## src/rtl/gigatron_alu_dest_regs.sv

```systemverilog
// Gigatron destination register stage.
// Takes the 8-bit result of the cascaded x74xx283 adders and writes it into
// AC, X, Y or OUT on each CPU cycle strobe. X also has an auto-increment.
// XOUT is loaded from AC when the hSync bit of OUT rises. Every output is a
// flop, so the bus mux, RAM address and video stages see stable values.
module gigatron_alu_dest_regs #(
    parameter int               WIDTH     = 8,
    parameter int               HSYNC_BIT = 6,
    parameter logic [WIDTH-1:0] RST_VAL   = '0
) (
    input  logic             clock_50,
    input  logic             reset_n,
    input  logic             cycle_en,
    input  logic [WIDTH-1:0] alu_sum,
    input  logic             alu_cout,
    input  logic             load_en,
    input  logic [1:0]       dest_sel,
    input  logic             x_inc,
    output logic [WIDTH-1:0] ac,
    output logic [WIDTH-1:0] x,
    output logic [WIDTH-1:0] y,
    output logic [WIDTH-1:0] out_reg,
    output logic [WIDTH-1:0] xout,
    output logic             cout_q,
    output logic             hsync_rise
);

    typedef enum logic [1:0] {
        DEST_AC  = 2'b00,
        DEST_X   = 2'b01,
        DEST_Y   = 2'b10,
        DEST_OUT = 2'b11
    } dest_e;

    dest_e dest;
    logic  load_any;
    logic  load_ac;
    logic  load_x;
    logic  load_y;
    logic  load_out;
    logic  inc_x;
    logic  hsync_prev;
    logic  hsync_edge;

    // Decode the write enables and the hSync rising edge for this cycle.
    // NOTE: every signal gets a default first, so no path through this block
    // leaves a value unassigned and no latch is inferred.
    always_comb begin
        dest       = dest_e'(dest_sel);
        load_any   = 1'b0;
        load_ac    = 1'b0;
        load_x     = 1'b0;
        load_y     = 1'b0;
        load_out   = 1'b0;
        inc_x      = 1'b0;
        hsync_edge = 1'b0;
        if (cycle_en) begin
            load_any   = load_en;
            load_ac    = load_en && (dest == DEST_AC);
            load_x     = load_en && (dest == DEST_X);
            load_y     = load_en && (dest == DEST_Y);
            load_out   = load_en && (dest == DEST_OUT);
            // A load into X takes precedence over the increment.
            inc_x      = x_inc && !load_x;
            // Compare against the OUT value from before this cycle's write.
            hsync_edge = out_reg[HSYNC_BIT] && !hsync_prev;
        end
    end

    // AC, Y and OUT registers: load the ALU result into the selected register.
    // NOTE: state uses non-blocking assignments so every flop samples the
    // pre-edge values, which keeps the evaluation order of blocks irrelevant.
    always_ff @(posedge clock_50) begin
        if (!reset_n) begin
            ac      <= RST_VAL;
            y       <= RST_VAL;
            out_reg <= RST_VAL;
        end else begin
            if (load_ac)  ac      <= alu_sum;
            if (load_y)   y       <= alu_sum;
            if (load_out) out_reg <= alu_sum;
        end
    end

    // X register: load, or else increment with wrap-around (no carry out).
    always_ff @(posedge clock_50) begin
        if (!reset_n) begin
            x <= RST_VAL;
        end else if (load_x) begin
            x <= alu_sum;
        end else if (inc_x) begin
            x <= x + WIDTH'(1);
        end
    end

    // Carry flop: follows alu_cout on any load and holds otherwise.
    always_ff @(posedge clock_50) begin
        if (!reset_n) begin
            cout_q <= 1'b0;
        end else if (load_any) begin
            cout_q <= alu_cout;
        end
    end

    // hSync tracking: remember the last level, latch AC into XOUT on a rise.
    // XOUT takes AC as it was before this cycle, so an AC write in the same
    // cycle does not leak into XOUT.
    always_ff @(posedge clock_50) begin
        if (!reset_n) begin
            hsync_prev <= 1'b0;
            xout       <= RST_VAL;
            hsync_rise <= 1'b0;
        end else begin
            if (cycle_en)   hsync_prev <= out_reg[HSYNC_BIT];
            if (hsync_edge) xout       <= ac;
            hsync_rise <= hsync_edge;
        end
    end

endmodule

```

## config.mk

```make
export PLATFORM = sky130hd
export DESIGN_NAME = gigatron_alu_dest_regs
export DESIGN_NICKNAME = d
export VERILOG_FILES = /design/src/rtl/gigatron_alu_dest_regs.sv
export SDC_FILE = /design/constraint.sdc
export NUM_CORES = 1
export LEC_CHECK = 0
export ABC_AREA = 1
export CAP_MARGIN = 10
export CORE_MARGIN = 2
export CORE_UTILIZATION = 44
export DETAILED_ROUTE_END_ITERATION = 7
export PLACE_DENSITY = 0.84
export SKIP_LAST_GASP = 1
export SLEW_MARGIN = 30
export SYNTH_ARGS = -nofsm -noshare
export SYNTH_HDL_FRONTEND = slang
export SYNTH_SLANG_ARGS = --single-unit
```

## constraint.sdc

```tcl
create_clock -name clock_50 -period 1.5 [get_ports clock_50]
set_input_delay 0.15 -clock clock_50 [delete_from_list [all_inputs] [get_ports clock_50]]
set_output_delay 0.15 -clock clock_50 [all_outputs]
set_load 0.02 [all_outputs]
```

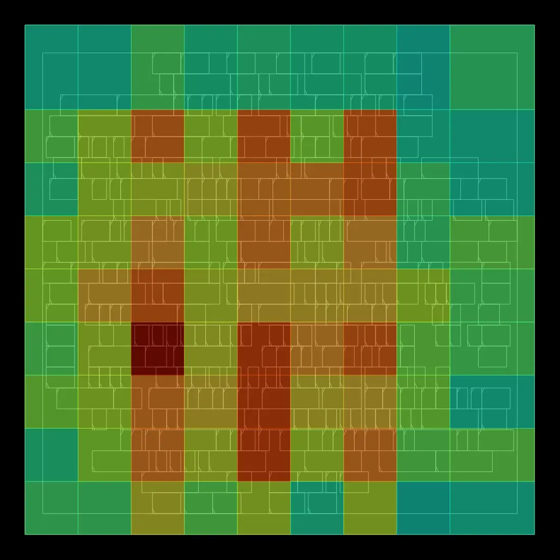
*Track usage over the die, run 1*
Finished Core Util: 68.4%
met2 Use GR: 35.3%
met1 Usage GRT: 29.6%

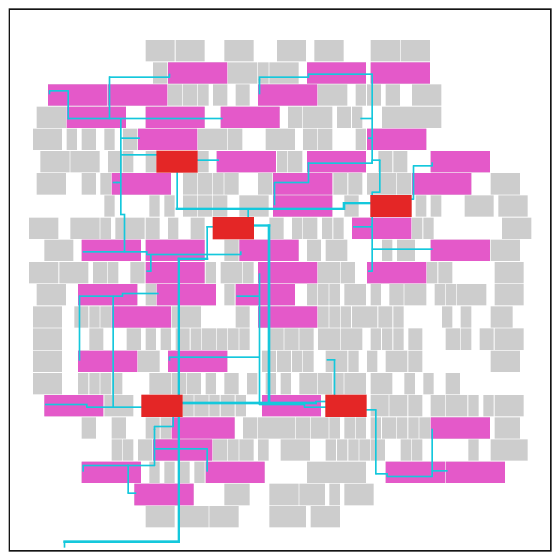
*Clock distribution, run 1*
- clock wires: cyan (length 474 um)
- flip-flops: magenta (count 43)
- clock-net drivers: red (count 5)
- flops lie: all over the die
Clock power frac: 31.8%
Power Clock: 0.709 mW
Clk Latency, worst-skew pair: 0.29 ns
Layout Skew: 0.00486 ns

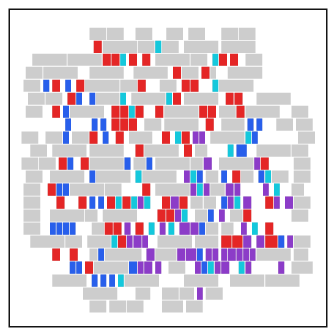
*Gate families picked out, run 1*
- nand cells: purple (cells 48; most used nand2_1)
- aoi and oai cells: red (cells 63; most used o21ai_0)
- inv cells: cyan (cells 27; most used inv_1)
- nor cells: blue (cells 42; most used nor2_1)
fin cells: 353
fraction of area in multi-input gates: 28.0%
most frequent logic cell in the layout: clkdlybuf4s50_1

==> impl_metrics.py, run 1 <==
# Synthesis and PnR figures
metrics = {
    "status": {
        "status": "complete, no violations",
    },
    "power": {
        "power_leakage_nw": 1.06,
        "power_density_mw_per_mm2": 882,
        "ir_worst_vdd_mv": 0.749,
    },
    "drt": {
        "drc": 0,
        "num_vias": 1779,
        "first_iter_violations": 168,
        "top_layer_used": "met4",
        "postRouteAntennaNets": 0,
        "wl_met1_um": 1940,
        "drt_wl_total_um": 4490,
        "wl_per_cell_um": 12.7,
    },
    "critical_path": {
        "crit_arrival_ns": 1.32,
        "crit_path_end": "x[1]",
        "reg2reg_from": "x[1]",
        "cp_cell_sequence": "clkdlybuf4s50_1",
        "crit_buf_inv": 1,
        "crit_path_end_kind": "output port",
        "r2r_slack_ns": 0.10,
        "reg2reg_depth": 8,
        "worst_setup_path_start_kind": "flop",
        "cpPeakStageDelay_ns": 0.63,
        "worstSetupPathType": "reg -> out",
        "cp_num_cells": 1,
        "crit_fanout": 5,
        "cp_slowest_cell": "clkdlybuf4s50_1",
        "setup.worst_path.start": "x[1]",
    },
    "placed_design": {
        "pre_cts_slack_ns": -0.0794,
        "dp.cells": 345,
        "numPortBuffers": 57,
    },
    "logic_synthesis": {
        "syn_area_per_cell_um2": 7.33,
        "synthTopCellsByArea": "dfxtp_1, o21ai_0, nor2_1",
        "top_cells_by_count": "dfxtp_1, nor2_1, o21ai_0",
        "synth_cells": 232,
        "ys_warn_count": 0,
        "yosys_register_bits": 43,
        "compound_area_share_pct": 18.8,
        "topCombFamilyByArea": "simple AND/OR/NAND/NOR gates",
        "async_reset_ff_share_pct": 0,
        "synth_adder_area_share_pct": 0.735,
        "muxShareOfSynthArea_pct": 0,
        "top_cell_area_share_pct": 50.6,
        "ys_chip_area_mm2": 0.00170,
        "top_cell": "dfxtp_1",
        "synth_cell_types": 19,
    },
    "final_layout": {
        "lay_top_cells": "clkdlybuf4s50_1, dfxtp_1, nor2_1",
        "finalNetCount": 321,
        "drive_above_1_share_pct": 7.87,
        "n_antenna_cell": 0,
    },
    "flow_run": {
        "drv_cap": 0,
    },
    "clock_network": {
        "clockBufferDepth": 2,
        "cts-root-buf": "clkbuf_8",
        "cts_num_sinks": 43,
        "clk_pin_slew_worst_paths_ns": 0.08,
        "htreeDepth": 2,
        "cts_tree": "built",
    },
    "sta": {
        "worst_hold_slack_ns": 0.442,
        "finalSetupViolCount": 0,
        "tightest_slew_ns": 0.334,
        "setup_slack_ns": 0.0340,
        "maxSlewViolCount": 0,
        "timing.setup.tns_ns": 0,
        "max_clock_freq_ghz": 0.682,
        "relSlewSlack_pct": 77.7,
    },
    "global_route": {
        "grt_max_degree": 38,
        "antenna_found_initial": 0,
        "grtUsageTotal_pct": 22.6,
        "grt.overflow.total": 0,
    },
    "floorplan": {
        "fp_util_pct": 46.1,
        "die_h_um": 66.2,
        "core_area_mm2": 0.00369,
        "fp.dieW_um": 66.2,
    },
    "min_path": {
        "whs_path_depth": 3,
        "min_path_type": "in -> reg",
        "min_to": "cout_q",
    },
}
run 1: report_power, final:
group	internal [mW]	total [mW]	switching [mW]
sequential	1.18	1.20	0.0258
combinational	0.149	0.314	0.164
clock	0.325	0.709	0.384
total	1.65	2.23	0.574
run 1: cell type report:
| cell class | instances | area [um2] | area share, % |
|---|---|---|---|
| Sequential cell | 43 | 862 | 34.2 |
| Timing Repair Buffer | 72 | 709 | 28.1 |
| Multi-Input combinational cell | 155 | 706 | 28.0 |
| Inverter | 27 | 101 | 4.02 |
| Clock buffer | 6 | 72.6 | 2.88 |
| Tap cell | 48 | 60.1 | 2.38 |
| Clock inverter | 2 | 12.5 | 0.496 |
run 1: what timing repair did:
action                                  4_1_cts  5_1_grt
endpoints found under the setup margin        3        4
gates resized                                 3        3
hold buffers                                  0        0
==> run 2, diff against run 1 <==
--- a/config.mk
+++ b/config.mk
@@ -5,9 +5,7 @@
 export SDC_FILE = /design/constraint.sdc
 export NUM_CORES = 1
 export LEC_CHECK = 0
-export ABC_AREA = 1
 export CAP_MARGIN = 10
-export CORE_MARGIN = 2
 export CORE_UTILIZATION = 44
 export DETAILED_ROUTE_END_ITERATION = 7
 export PLACE_DENSITY = 0.84
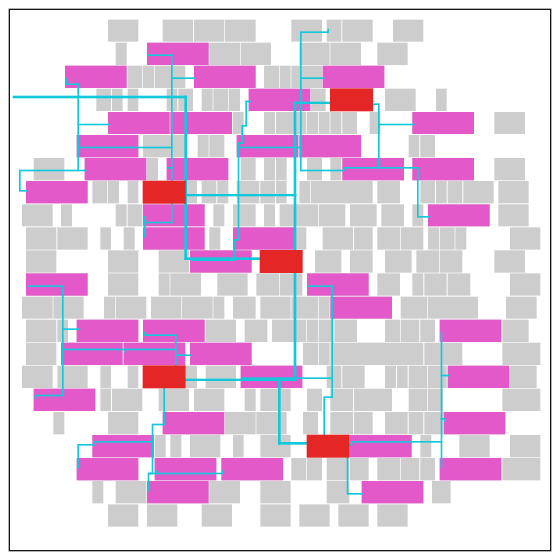
*Clock distribution, run 2*
- clock wires: cyan (length 451 um)
- flip-flops: magenta (count 43)
- clock-net drivers: red (count 5)
- routed clock nets: 6
- flops lie: all over the die
Layout Skew: 0.00521 ns
Clock power frac: 38.7%
Power Clock: 0.916 mW

==> run 2 against run 1 <==
- the flow now finishes with violations (DRC)
- clock power grew 29%
- die area shrank 7.6%
- non-clock buffer count grew 4
- synthesized cell count shrank 19%
- worst setup slack gained 0.017 ns
- critical endpoint is now x[6]
- largest power group unchanged
- highest routed layer unchanged
==> impl_metrics.py, run 2 <==
# Synthesis and PnR figures
metrics = {
    "sta": {
        "finalHoldViolCount": 0,
        "relSlewSlack_pct": 79.3,
        "maxSlewViolCount": 0,
        "rsz0062_at_grt": "no",
        "max_clock_freq_ghz": 0.690,
        "fin_crit_ns": 1.45,
        "worst_hold_slack_ns": 0.439,
        "finalSetupViolCount": 0,
        "tightest_slew_ns": 0.311,
        "timing.setup.tns_ns": 0,
        "setup_slack_ns": 0.0513,
        "fin_crit_sh_pct": 96.6,
    },
    "power": {
        "power_leakage_nw": 1.03,
        "pwr-share-seq_pct": 50.0,
        "ir_worst_vdd_mv": 0.668,
        "power_mw": 2.37,
        "combPwrFrac_pct": 11.3,
        "intPower_mw": 1.84,
        "switching_power_mw": 0.533,
        "power_density_mw_per_mm2": 933,
        "p_sw_share_pct": 22.5,
    },
    "logic_synthesis": {
        "ys_seq_share_pct": 51.5,
        "synth_cells": 189,
        "synth_adder_area_share_pct": 0.749,
        "syn-num-nets": 206,
        "top_cell": "dfxtp_1",
        "edf_count": 0,
        "synth_cell_types": 27,
        "synthTopCellsByArea": "dfxtp_1, mux2i_1, nand2_1",
        "simple_gate_share_pct": 21.3,
        "muxShareOfSynthArea_pct": 10.2,
        "ys_warn_count": 0,
        "topCombFamilyByArea": "simple AND/OR/NAND/NOR gates",
        "yosys_register_bits": 43,
        "syn_area_per_cell_um2": 8.84,
        "ys_chip_area_mm2": 0.00167,
        "top_cells_by_count": "dfxtp_1, nand2_1, nor2_1",
        "compound_area_share_pct": 11.7,
        "top_area_cell": "dfxtp_1",
        "async_reset_ff_share_pct": 0,
        "top_cell_area_share_pct": 51.5,
    },
    "floorplan": {
        "fp_util_pct": 45.7,
        "core_area_mm2": 0.00366,
        "die_h_um": 63.6,
        "tapCellCount": 48,
        "fp.dieW_um": 63.6,
    },
    "drt": {
        "drt_wl_total_um": 4180,
        "wl_per_cell_um": 13.5,
        "drc": 1,
        "postRouteAntennaNets": 0,
        "firstDrtPassIters": 7,
        "first_iter_violations": 116,
        "num_vias": 1602,
    },
    "status": {
        "violations": "DRC",
        "status": "finished with violations",
    },
    "final_layout": {
        "logic_gate_count": 132,
        "nonClkBufAreaFrac_pct": 28.9,
        "logic_area_um2": 757,
        "postLayoutCellArea_mm2": 0.00254,
        "num-nonclk-buffers": 76,
        "lay_top_count": "clkdlybuf4s50_1",
        "clockNetworkAreaShare_pct": 4.63,
        "seq_share_pct": 33.9,
        "seqCellArea_um2": 861,
        "sh_comb_area_pct": 29.8,
        "nFillCells": 293,
        "seq_cells": 43,
        "biggestCellCategory": "flip-flops and latches",
        "lay_top_cells": "clkdlybuf4s50_1, dfxtp_1, nand2_1",
        "n_antenna_cell": 0,
        "inverters": 3,
        "final_cells": 310,
        "finalNetCount": 278,
        "drive_above_1_share_pct": 11.1,
        "final.clkbuf_count": 6,
        "fin_util_pct": 69.4,
    },
    "flow_run": {
        "drv_cap": 0,
        "warnings": 26,
    },
    "min_path": {
        "min_path_type": "in -> reg",
        "min_from": "alu_cout",
    },
    "clock_network": {
        "htreeDepth": 2,
        "worstSkewPairLatency_ns": 0.29,
        "cts_num_sinks": 43,
        "post-cts-setup-buffers": 0,
        "cts_tree": "built",
        "cts_inserted_buffers": 5,
        "cts_resized": 2,
        "cts-root-buf": "clkbuf_8",
        "cts_hold_buf": 0,
        "clk_pin_slew_worst_paths_ns": 0.08,
        "clockBufferDepth": 2,
    },
    "critical_path": {
        "crit_buf_inv": 1,
        "r2r_slack_ns": 0.14,
        "crit_arrival_ns": 1.30,
        "crit_fanout": 4,
        "cpPeakStageDelay_ns": 0.62,
        "setup.worst_path.start": "x[6]",
        "reg2reg_from": "x[3]",
        "worst_setup_path_start_kind": "flop",
        "worstSetupPathType": "reg -> out",
        "crit_path_end_kind": "output port",
        "cp_cell_sequence": "clkdlybuf4s50_1",
        "cp_slowest_cell": "clkdlybuf4s50_1",
    },
    "placed_design": {
        "dp.cells": 302,
        "numPortBuffers": 57,
        "pre_cts_slack_ns": -0.108,
        "placed_cell_area_mm2": 0.00241,
    },
    "global_route": {
        "grt.overflow.total": 0,
        "grt_max_degree": 32,
        "antenna_found_initial": 0,
        "grtUsageTotal_pct": 22.3,
    },
}
## run 2: power groups by stage
stage / Combinational (mW) / Sequential [mW] / Clock (mW)
2_1_floorplan: 0.0788 / 1.24 / 0
3_3_place_gp: 0.267 / 1.21 / 0
3_5_place_dp: 0.269 / 1.21 / 0
4_1_cts: 0.268 / 1.18 / 0.934
5_1_grt: 0.287 / 1.19 / 0.985
6_report: 0.268 / 1.18 / 0.916
## run 2: worst paths after layout
path	to	cells past startpoint
setup / recovery	x[6]	1
setup reg to reg	x[7]	3
hold reg to reg	cout_q	2
hold / removal	cout_q	3
## run 2: metal layers
layer / GRT usage (%) / up-vias / share of wire (%)
met5: 0 / - / 0
met4: 8.81 / 0 / 1.8
met3: 6.70 / 10 / 6.3
met2: 37.2 / 46 / 48
met1: 26.5 / 752 / 44
li1: - / 794 / -
==> run 3, diff against run 2 <==
==> constraint.sdc (replaced) <==
create_clock -name clock_50 -period 1.5 [get_ports clock_50]
set_input_delay 0.3 -clock clock_50 [delete_from_list [all_inputs] [get_ports clock_50]]
set_output_delay 0.3 -clock clock_50 [all_outputs]
set_load 0.02 [all_outputs]
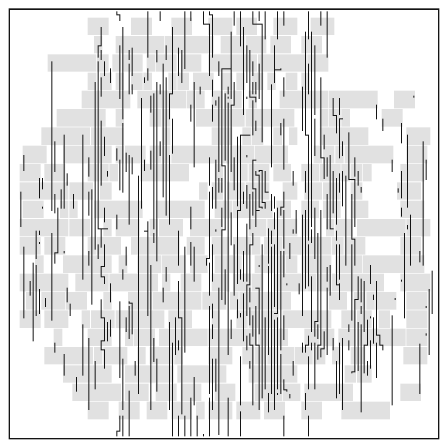
*Metal 2, run 3*
- wire length on this layer: 2150 um
- main direction: vertical
- longest straight run: 37.4 um
met2 Use GR: 37.8%
Vias: 1611
final WL: 4370 um

==> run 3 against run 2 <==
- critical path type is now in -> reg
- cell count is 0.65% higher
- first-iteration DRC count is 23% lower
- sequential cell count stayed put
- sequential power hardly changed
- combinational power is 5% lower
- register-to-register slack worse by 0.06 ns
- the flow still finishes with violations (DRC)
==> impl_metrics.py, run 3 <==
# Synthesis and PnR figures
metrics = {
    "status": {
        "status": "finished with violations",
        "violations": "DRC",
    },
    "global_route": {
        "grt_max_degree": 19,
        "grt-busiest-layer": "met2",
        "use_met3_pct": 7.25,
        "grt.overflow.total": 0,
        "grtUsageMet1_pct": 29.2,
        "antenna_found_initial": 0,
        "grtUsageTotal_pct": 23.8,
    },
    "critical_path": {
        "crit_arrival_ns": 1.68,
        "cpPeakStageDelay_ns": 0.54,
        "worst_setup_path_start_kind": "input pin",
        "reg2reg_depth": 4,
        "r2r_slack_ns": 0.08,
        "reg2reg_from": "x[0]",
        "crit_fanout": 5,
        "critical_path.reg2reg.endpoint": "x[6]",
        "crit_buf_inv": 1,
        "cp_cell_sequence": "clkdlybuf4s50_1 > nand4_4 > or4_4 > a31oi_1",
        "cp_slowest_cell": "clkdlybuf4s50_1",
        "crit_path_end_kind": "flop",
        "cp_num_cells": 4,
        "worstSetupPathType": "in -> reg",
    },
    "floorplan": {
        "die_h_um": 63.6,
        "fp.dieW_um": 63.6,
        "core_area_mm2": 0.00366,
        "fp_util_pct": 45.7,
    },
    "logic_synthesis": {
        "syn_area_per_cell_um2": 8.84,
        "compound_area_share_pct": 11.7,
        "synthTopCellsByArea": "dfxtp_1, mux2i_1, nand2_1",
        "ys_seq_share_pct": 51.5,
        "synth_cells": 189,
        "async_reset_ff_share_pct": 0,
        "ys_chip_area_mm2": 0.00167,
        "edf_count": 0,
        "top_cells_by_count": "dfxtp_1, nand2_1, nor2_1",
        "synth_cell_types": 27,
        "top_area_cell": "dfxtp_1",
        "syn-num-nets": 206,
        "simple_gate_share_pct": 21.3,
        "yosys_register_bits": 43,
        "muxShareOfSynthArea_pct": 10.2,
        "synth_adder_area_share_pct": 0.749,
        "top_cell_area_share_pct": 51.5,
        "top_cell": "dfxtp_1",
        "ys_warn_count": 0,
    },
    "sta": {
        "fin_crit_sh_pct": 97.5,
        "rsz0062_at_grt": "yes",
        "relSlewSlack_pct": 83.0,
        "finalHoldViolCount": 0,
        "timing.setup.tns_ns": 0,
        "max_clock_freq_ghz": 0.684,
        "worst_hold_slack_ns": 0.453,
        "worst_clock_skew_ns": 0.00542,
        "tightest_slew_ns": 0.252,
        "finalSetupViolCount": 0,
        "setup_slack_ns": 0.0370,
    },
    "power": {
        "switching_power_mw": 0.527,
        "p_sw_share_pct": 24.7,
        "maxPowerGroup": "registers",
        "ir_worst_vdd_mv": 0.764,
        "powerSeq_mw": 1.19,
        "power_leakage_nw": 1.16,
        "intPower_mw": 1.61,
        "pwr-share-seq_pct": 55.6,
        "powerClk_mw": 0.696,
        "power_density_mw_per_mm2": 863,
        "power_mw": 2.14,
        "combPwrFrac_pct": 11.9,
        "p_clk_share_pct": 32.6,
        "powerComb_mw": 0.254,
    },
    "drt": {
        "drc": 1,
        "wl_met1_um": 1870,
        "wl_met3_um": 248,
        "postRouteAntennaNets": 0,
        "firstDrtPassIters": 6,
        "first_iter_violations": 89,
        "top_layer_used": "met4",
        "wl_per_cell_um": 14.0,
    },
    "final_layout": {
        "finalNetCount": 280,
        "seqCellArea_um2": 862,
        "lay_top_cells": "dfxtp_1, dlygate4sd2_1, nand2_1",
        "final_cells": 312,
        "nFillCells": 321,
        "fin_util_pct": 67.7,
        "logic_area_um2": 778,
        "n_antenna_cell": 0,
        "postLayoutCellArea_mm2": 0.00248,
    },
    "clock_network": {
        "clockBufferDepth": 2,
        "cts_num_sinks": 43,
        "cts-root-buf": "clkbuf_8",
        "cts_tree": "built",
        "cts_inserted_buffers": 5,
        "worstSkewPairLatency_ns": 0.29,
        "htreeDepth": 2,
        "clk_pin_slew_worst_paths_ns": 0.08,
        "cts_hold_buf": 0,
    },
    "min_path": {
        "min_to": "cout_q",
        "whs_path_depth": 2,
    },
    "flow_run": {
        "drv_cap": 0,
    },
    "placed_design": {
        "pre_cts_slack_ns": -0.278,
        "numPortBuffers": 57,
        "dp.cells": 304,
    },
}
==> run 3: netlist changes by cell type in the layout (fill, tap and decap cells not counted), moves of 2 or more <==
cell             before  now
clkbuf_1              0    2
dlymetal6s2s_1        4    1
dlygate4sd2_1         2   42
buf_6                 0    2
clkdlybuf4s50_1      51   14
==> run 3: timing repair <==
item	CTS	global route
setup buffers	0	0
gates resized	43	6
endpoints found under the setup margin	43	10
pin swaps	2	1
==> run 3: final cells by class <==
class | count | share of cell area, %
multi-input cells | 132 | 31.4
flip-flops and latches | 43 | 34.8
inverters | 3 | 0.454
well taps | 48 | 2.42
repair buffers | 78 | 27.7
clock inverters | 1 | 0.202
clock buffers | 7 | 3.08
==> run 3: worst min-delay path: cells and delay by family, from the launching register on <==
kind            cells  cell delay, ns
simple gates        1            0.05
flops               1            0.31
compound gates      1            0.05
No activity file was given, so power comes from the tool's default toggle rates.
